$ cat src/rtl/rv32_bus_pkg.sv
// Shared types and helpers for the memory-bus arbiter family.
package rv32_bus_pkg;

  localparam int DEF_ADDR_WIDTH = 32;
  localparam int DEF_DATA_WIDTH = 32;

  // Index width that never collapses to zero bits for a single-entry space.
  function automatic int clog2_min1(input int n);
    return (n <= 2) ? 1 : $clog2(n);
  endfunction

  typedef struct packed {
    logic [DEF_ADDR_WIDTH-1:0]   address;
    logic                        read;
    logic                        write;
    logic [DEF_DATA_WIDTH/8-1:0] mask;
    logic [DEF_DATA_WIDTH-1:0]   value;
  } bus_req_t;

  typedef enum logic {
    ST_IDLE   = 1'b0,
    ST_LOCKED = 1'b1
  } arb_state_t;

endpackage

$ cat src/rtl/rv32_bus_arbiter_if.sv
// Bundle of N master request ports and the single slave port; the master modport
// is the arbiter's view (it masters the slave), the slave modport is the environment's.
interface rv32_bus_arbiter_if
  import rv32_bus_pkg::*;
#(
  parameter int  NUM_MASTERS = 2,
  parameter int  ADDR_WIDTH  = DEF_ADDR_WIDTH,
  parameter int  DATA_WIDTH  = DEF_DATA_WIDTH,
  localparam int MW          = DATA_WIDTH / 8,
  localparam int GW          = clog2_min1(NUM_MASTERS)
);
  logic [NUM_MASTERS*ADDR_WIDTH-1:0] m_address_in;
  logic [NUM_MASTERS-1:0]            m_read_in;
  logic [NUM_MASTERS-1:0]            m_write_in;
  logic [NUM_MASTERS*MW-1:0]         m_write_mask_in;
  logic [NUM_MASTERS*DATA_WIDTH-1:0] m_write_value_in;
  logic [NUM_MASTERS*DATA_WIDTH-1:0] m_read_value_out;
  logic [NUM_MASTERS-1:0]            m_ready_out;
  logic [ADDR_WIDTH-1:0]             s_address_out;
  logic                              s_read_out;
  logic                              s_write_out;
  logic [MW-1:0]                     s_write_mask_out;
  logic [DATA_WIDTH-1:0]             s_write_value_out;
  logic [DATA_WIDTH-1:0]             s_read_value_in;
  logic                              s_ready_in;
  logic [GW-1:0]                     grant_out;
  logic                              grant_valid_out;

  modport master (
    input  m_address_in, m_read_in, m_write_in, m_write_mask_in, m_write_value_in,
    input  s_read_value_in, s_ready_in,
    output m_read_value_out, m_ready_out,
    output s_address_out, s_read_out, s_write_out, s_write_mask_out, s_write_value_out,
    output grant_out, grant_valid_out
  );

  modport slave (
    output m_address_in, m_read_in, m_write_in, m_write_mask_in, m_write_value_in,
    output s_read_value_in, s_ready_in,
    input  m_read_value_out, m_ready_out,
    input  s_address_out, s_read_out, s_write_out, s_write_mask_out, s_write_value_out,
    input  grant_out, grant_valid_out
  );

endinterface

$ cat src/rtl/rv32_rr_pick.sv
// Combinational picker: first set request from start upward with wrap (round-robin),
// or lowest set request (fixed priority). No state, zero latency.
module rv32_rr_pick
  import rv32_bus_pkg::*;
#(
  parameter int  N           = 2,
  parameter bit  ROUND_ROBIN = 1'b1,
  localparam int W           = clog2_min1(N)
) (
  input  logic [N-1:0] req,
  input  logic [W-1:0] start,
  output logic [W-1:0] winner,
  output logic         found
);

  logic [W:0]   sum;
  logic [W-1:0] idx;

  always_comb begin
    winner = '0;
    found  = 1'b0;
    sum    = '0;
    idx    = '0;
    for (int k = 0; k < N; k++) begin
      if (ROUND_ROBIN) begin
        // start < N and k < N, so a single subtract is enough to wrap
        sum = {1'b0, start} + (W+1)'(k);
        if (sum >= (W+1)'(N)) sum = sum - (W+1)'(N);
        idx = sum[W-1:0];
      end else begin
        idx = W'(k);
      end
      if (!found && req[idx]) begin
        found  = 1'b1;
        winner = idx;
      end
    end
  end

endmodule

$ cat src/rtl/rv32_bus_arbiter.sv
// N-master to 1-slave memory-bus arbiter: combinational pass-through when idle,
// grant locked to the owner while the slave holds ready low.
module rv32_bus_arbiter
  import rv32_bus_pkg::*;
#(
  parameter int  NUM_MASTERS = 2,
  parameter int  ADDR_WIDTH  = DEF_ADDR_WIDTH,
  parameter int  DATA_WIDTH  = DEF_DATA_WIDTH,
  parameter bit  ROUND_ROBIN = 1'b1,
  localparam int MW          = DATA_WIDTH / 8,
  localparam int GW          = clog2_min1(NUM_MASTERS)
) (
  input logic                clk,
  input logic                reset_n,
  rv32_bus_arbiter_if.master bus
);

  arb_state_t             state, state_nxt;
  logic [GW-1:0]          owner, owner_nxt;
  logic [GW-1:0]          last, last_nxt;
  logic [GW-1:0]          start, pick_idx, grantee;
  logic [NUM_MASTERS-1:0] req;
  logic                   pick_found, grant_valid;

  assign req   = bus.m_read_in | bus.m_write_in;
  assign start = (last == GW'(NUM_MASTERS-1)) ? '0 : last + GW'(1);

  rv32_rr_pick #(
    .N          (NUM_MASTERS),
    .ROUND_ROBIN(ROUND_ROBIN)
  ) u_pick (
    .req   (req),
    .start (start),
    .winner(pick_idx),
    .found (pick_found)
  );

  // A locked owner that withdraws yields an empty cycle rather than a new grant.
  assign grantee     = (state == ST_LOCKED) ? owner : pick_idx;
  assign grant_valid = (state == ST_LOCKED) ? req[owner] : pick_found;

  always_ff @(posedge clk or negedge reset_n) begin
    if (!reset_n) begin
      state <= ST_IDLE;
      owner <= '0;
      last  <= GW'(NUM_MASTERS-1);
    end else begin
      state <= state_nxt;
      owner <= owner_nxt;
      last  <= last_nxt;
    end
  end

  always_comb begin
    state_nxt = ST_IDLE;
    owner_nxt = owner;
    last_nxt  = last;
    if (grant_valid) begin
      if (bus.s_ready_in) begin
        last_nxt = grantee;
      end else begin
        state_nxt = ST_LOCKED;
        owner_nxt = grantee;
      end
    end
  end

  assign bus.m_read_value_out = {NUM_MASTERS{bus.s_read_value_in}};

  always_comb begin
    bus.s_address_out     = '0;
    bus.s_read_out        = 1'b0;
    bus.s_write_out       = 1'b0;
    bus.s_write_mask_out  = '0;
    bus.s_write_value_out = '0;
    bus.m_ready_out       = '0;
    bus.grant_out         = '0;
    bus.grant_valid_out   = grant_valid;
    if (grant_valid) begin
      bus.s_address_out     = bus.m_address_in[grantee*ADDR_WIDTH +: ADDR_WIDTH];
      bus.s_read_out        = bus.m_read_in[grantee];
      bus.s_write_out       = bus.m_write_in[grantee];
      bus.s_write_mask_out  = bus.m_write_mask_in[grantee*MW +: MW];
      bus.s_write_value_out = bus.m_write_value_in[grantee*DATA_WIDTH +: DATA_WIDTH];
      bus.m_ready_out[grantee] = bus.s_ready_in;
      bus.grant_out         = grantee;
    end
  end

endmodule
$ cat src/flat_wrapper.sv
// flat-port wrapper written by rule: the top's interface ports become plain ports
module rv32_bus_arbiter_flat import rv32_bus_pkg::*;
#(
  parameter int  NUM_MASTERS = 2,
  parameter int  ADDR_WIDTH  = DEF_ADDR_WIDTH,
  parameter int  DATA_WIDTH  = DEF_DATA_WIDTH,
  parameter bit  ROUND_ROBIN = 1'b1,
  localparam int MW          = DATA_WIDTH / 8,
  localparam int GW          = clog2_min1(NUM_MASTERS)
)
  (clk, reset_n, bus_m_address_in, bus_m_read_in, bus_m_write_in, bus_m_write_mask_in, bus_m_write_value_in, bus_s_read_value_in, bus_s_ready_in, bus_m_read_value_out, bus_m_ready_out, bus_s_address_out, bus_s_read_out, bus_s_write_out, bus_s_write_mask_out, bus_s_write_value_out, bus_grant_out, bus_grant_valid_out);
  rv32_bus_arbiter_if #(.NUM_MASTERS(NUM_MASTERS), .ADDR_WIDTH(ADDR_WIDTH), .DATA_WIDTH(DATA_WIDTH)) bus_i ();
  input logic clk;
  input logic reset_n;
  input wire logic [$bits(bus_i.m_address_in)-1:0] bus_m_address_in;
  input wire logic [$bits(bus_i.m_read_in)-1:0] bus_m_read_in;
  input wire logic [$bits(bus_i.m_write_in)-1:0] bus_m_write_in;
  input wire logic [$bits(bus_i.m_write_mask_in)-1:0] bus_m_write_mask_in;
  input wire logic [$bits(bus_i.m_write_value_in)-1:0] bus_m_write_value_in;
  input wire logic [$bits(bus_i.s_read_value_in)-1:0] bus_s_read_value_in;
  input wire logic [$bits(bus_i.s_ready_in)-1:0] bus_s_ready_in;
  output wire logic [$bits(bus_i.m_read_value_out)-1:0] bus_m_read_value_out;
  output wire logic [$bits(bus_i.m_ready_out)-1:0] bus_m_ready_out;
  output wire logic [$bits(bus_i.s_address_out)-1:0] bus_s_address_out;
  output wire logic [$bits(bus_i.s_read_out)-1:0] bus_s_read_out;
  output wire logic [$bits(bus_i.s_write_out)-1:0] bus_s_write_out;
  output wire logic [$bits(bus_i.s_write_mask_out)-1:0] bus_s_write_mask_out;
  output wire logic [$bits(bus_i.s_write_value_out)-1:0] bus_s_write_value_out;
  output wire logic [$bits(bus_i.grant_out)-1:0] bus_grant_out;
  output wire logic [$bits(bus_i.grant_valid_out)-1:0] bus_grant_valid_out;
  assign bus_i.m_address_in = bus_m_address_in;
  assign bus_i.m_read_in = bus_m_read_in;
  assign bus_i.m_write_in = bus_m_write_in;
  assign bus_i.m_write_mask_in = bus_m_write_mask_in;
  assign bus_i.m_write_value_in = bus_m_write_value_in;
  assign bus_i.s_read_value_in = bus_s_read_value_in;
  assign bus_i.s_ready_in = bus_s_ready_in;
  assign bus_m_read_value_out = bus_i.m_read_value_out;
  assign bus_m_ready_out = bus_i.m_ready_out;
  assign bus_s_address_out = bus_i.s_address_out;
  assign bus_s_read_out = bus_i.s_read_out;
  assign bus_s_write_out = bus_i.s_write_out;
  assign bus_s_write_mask_out = bus_i.s_write_mask_out;
  assign bus_s_write_value_out = bus_i.s_write_value_out;
  assign bus_grant_out = bus_i.grant_out;
  assign bus_grant_valid_out = bus_i.grant_valid_out;
  rv32_bus_arbiter #(.NUM_MASTERS(NUM_MASTERS), .ADDR_WIDTH(ADDR_WIDTH), .DATA_WIDTH(DATA_WIDTH), .ROUND_ROBIN(ROUND_ROBIN)) u_core (.clk(clk), .reset_n(reset_n), .bus(bus_i));
endmodule
$ cat config.mk
export PLATFORM = sky130hd
export DESIGN_NAME = rv32_bus_arbiter_flat
export DESIGN_NICKNAME = d
export VERILOG_FILES = /design/src/rtl/rv32_bus_pkg.sv /design/src/rtl/rv32_bus_arbiter_if.sv /design/src/rtl/rv32_rr_pick.sv /design/src/rtl/rv32_bus_arbiter.sv /design/src/flat_wrapper.sv
export SDC_FILE = /design/constraint.sdc
export NUM_CORES = 1
export LEC_CHECK = 0
export CAP_MARGIN = 15
export CELL_PAD_IN_SITES_DETAIL_PLACEMENT = 0
export CELL_PAD_IN_SITES_GLOBAL_PLACEMENT = 1
export CORE_ASPECT_RATIO = 0.9
export CORE_UTILIZATION = 13
export DETAILED_ROUTE_END_ITERATION = 16
export PLACE_DENSITY_LB_ADDON = 0.1
export SYNTH_ARGS = -nofsm -noshare
export SYNTH_HDL_FRONTEND = slang
export SYNTH_SLANG_ARGS = --single-unit
$ cat constraint.sdc
create_clock -name clk -period 4.15 [get_ports clk]
set_input_delay 0.83 -clock clk [delete_from_list [all_inputs] [get_ports clk]]
set_output_delay 0.83 -clock clk [all_outputs]
set_load 0.05 [all_outputs]
==> changes_impl.md <==
### Changed

- Rel. slew slack: 0.5975
- Reg clk slew, reported paths: 0.03 ns
- Fmax: 0.2640 GHz
- Async SR Flop Fraction: 1.000
- Layout cells sized above 1: 0.2345
- Largest net degree at the start of global routing: 39
- Diodes inserted: 0
- Number of hold buffers added after CTS: 0
- Status: finished, final reports clean
- 1st-iter DRT viols: 40
- Max-Cap Viols: 0
- Logic area: 1091 um^2
- Seq. cell area: 76.32 um^2
- Post-cts sizing count: 0
- Row cnt: 40
- Setup TNS: 0 ns
- Final max-slew violation count: 0
- Share of the yosys chip area belonging to registers: 0.04175
- Synth warn: 0
- Routed wl met2: 4.124 mm
- Clock tree buffer depth: 2
- Hold Crit Class: reg -> reg
- Ys cells: 241
- Flip-flops with a built-in enable: 0
- Ys flops: 3
- PortBufs: 216
- Global-route usage over all layers: 0.09658
- Metal-1 WL: 2.541 mm
- Distinct lib cells: 24
- Total power: 2.351 mW
- Routed Antenna Nets: 0
- Worst EP required: 3.32 ns
- Main synth FF type: dfrtp_1
- Crit. End Element: primary output
- First-pass GRT wire length: 11.10 mm
- Final worst setup slack: 0.3616 ns
- CP max FO: 24
- Lkg Pwr: 1.995 nW
- Tool warnings: 26
- Top layer in use: met4
- Placed instance count: 552
- VDD IR max: 229.1 uV
- Setup CP Type: in -> out
- Die Area: 14,540 um^2
- Post-DR vias/cell: 3.752
cells by family after synthesis:
| kind of cell | after synthesis | share of synthesized area |
|---|---|---|
| muxes | 70 | 0.3847 |
| and+or+nand+nor | 80 | 0.1780 |
| AOI/OAI and AO/OA | 8 | 0.03217 |
| buffers and inverters | 80 | 0.3634 |
| DFF | 3 | 0.04176 |
cell usage in the layout, fill, tap and decap left out, types with 2 or more instances in the layout:
master,instances
mux2_2,2
dfrtp_1,2
buf_4,5
clkdlybuf4s50_1,142
a31oi_1,2
clkbuf_16,3
nor2_1,73
buf_12,75
mux2i_1,68
state kept, by name (all words and copies together) (netlist names):
signal / cells
u_core.owner: 1
u_core.state: 1
u_core.last: 1
final timing paths:
path | cells after the start | startpoint | endpoint | slack, ns
setup / recovery | 7 | bus_m_write_in[1] | bus_s_write_value_out[25] | 0.36
hold / removal | 2 | u_core.last | u_core.last | 0.56
setup reg to reg | 5 | u_core.state | u_core.state | 2.77
hold reg to reg | 2 | u_core.last | u_core.last | 0.56
max in group asynchronous | 1 | reset_n | u_core.last | 3.14
min in group asynchronous | 1 | reset_n | u_core.state | 0.80
layer usage:
metal | vias up | GRT usage
li1 | 1025 | -
met1 | 914 | 0.09377
met2 | 128 | 0.1912
met3 | 19 | 0.02991
met4 | 0 | 0.03492
met5 | - | 0
final cells by class:
class                   count  area share
repair buffers            222      0.6697
inverters                   1   0.0008491
flip-flops and latches      3     0.01727
multi-input cells         158      0.2468
clock buffers               4     0.01783
well taps                 168     0.04755
worst max-delay path: stages:
cell             delay (ns)
clkdlybuf4s50_1        0.44
nor2_1                 0.26
o31a_2                 0.59
buf_12                 0.29
mux2i_1                0.25
nor2_1                 0.09
buf_12                 0.17
power by group:
part | total [mW] | internal, mW | switching (mW) | leakage, nW
combinational | 2.15 | 1.02 | 1.13 | 1.92
clock | 0.152 | 0.127 | 0.0251 | 0.0382
sequential | 0.0504 | 0.0412 | 0.00917 | 0.0347
total | 2.35 | 1.19 | 1.16 | 1.99
port_trees.png
Scale bar: 50 um.
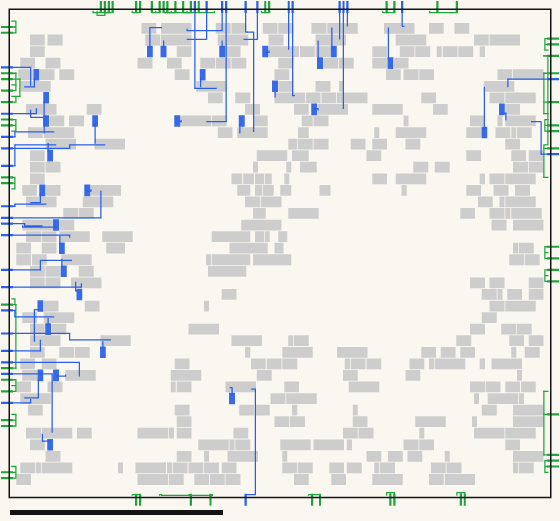
green -> `bus_m_read_value_out`  # bits 64, direction output, edge 20 top, 18 left, 16 right, 10 bottom, end cells 0, buffers 0, wire 232 um
blue -> `bus_s_address_out`  # bits 32, direction output, edge 17 left, 12 top, 2 right, 1 bottom, end cells 32, buffers 32, wire 607 um

m3.png
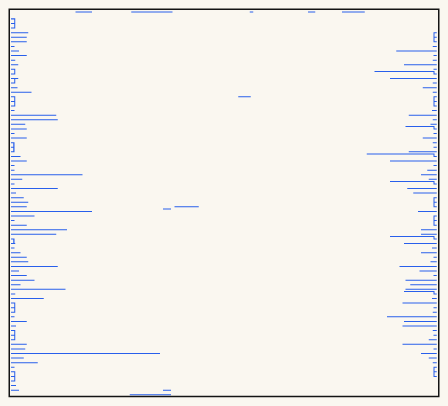
nets with wire on the layer = 132
share of all routed wire = 10%
longest straight run = 43.9 um
wire length on this layer = 794 um
met3 usage: 0.02991
via count: 2,086
Routed WL: 7.614 mm

congestion_map.png
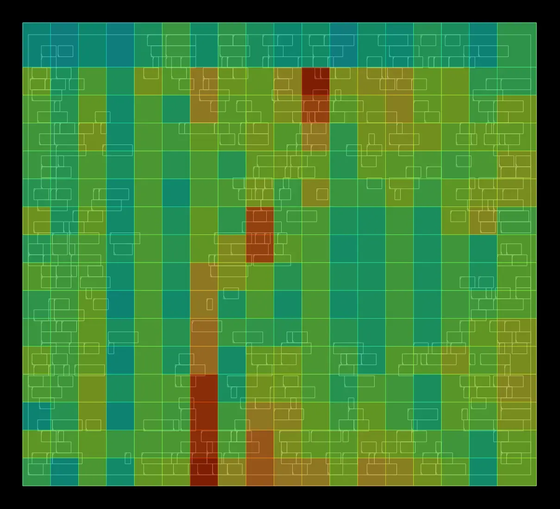
gr busiest metal: met2
GR met2 Demand/Resource: 0.1912
fin util: 0.3271

pinout.png
Pins as bars across the die edge, other pins in grey.
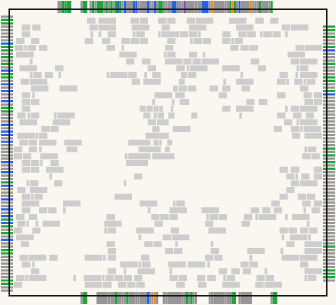
purple -> `bus_s_read_out`  # pins 1, direction output, edge top
blue -> `bus_s_address_out`  # pins 32, direction output, edge 17 left, 12 top, 2 right, 1 bottom
orange -> `bus_s_write_mask_out`  # pins 4, direction output, edge 3 top, 1 bottom
green -> `bus_m_read_value_out`  # pins 64, direction output, edge 20 top, 18 left, 16 right, 10 bottom

layers.png
Only two layers are drawn.
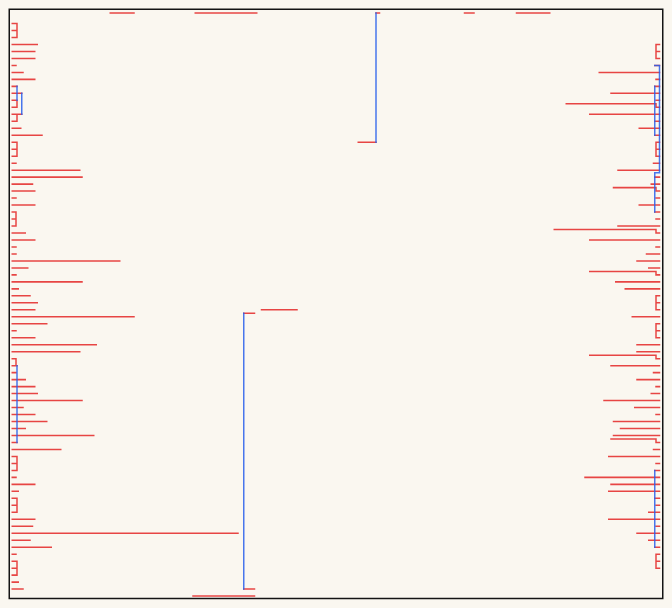
blue -> M4  # wire length 156 um
red -> M3  # wire length 794 um

Power and IR drop assume default switching activity.
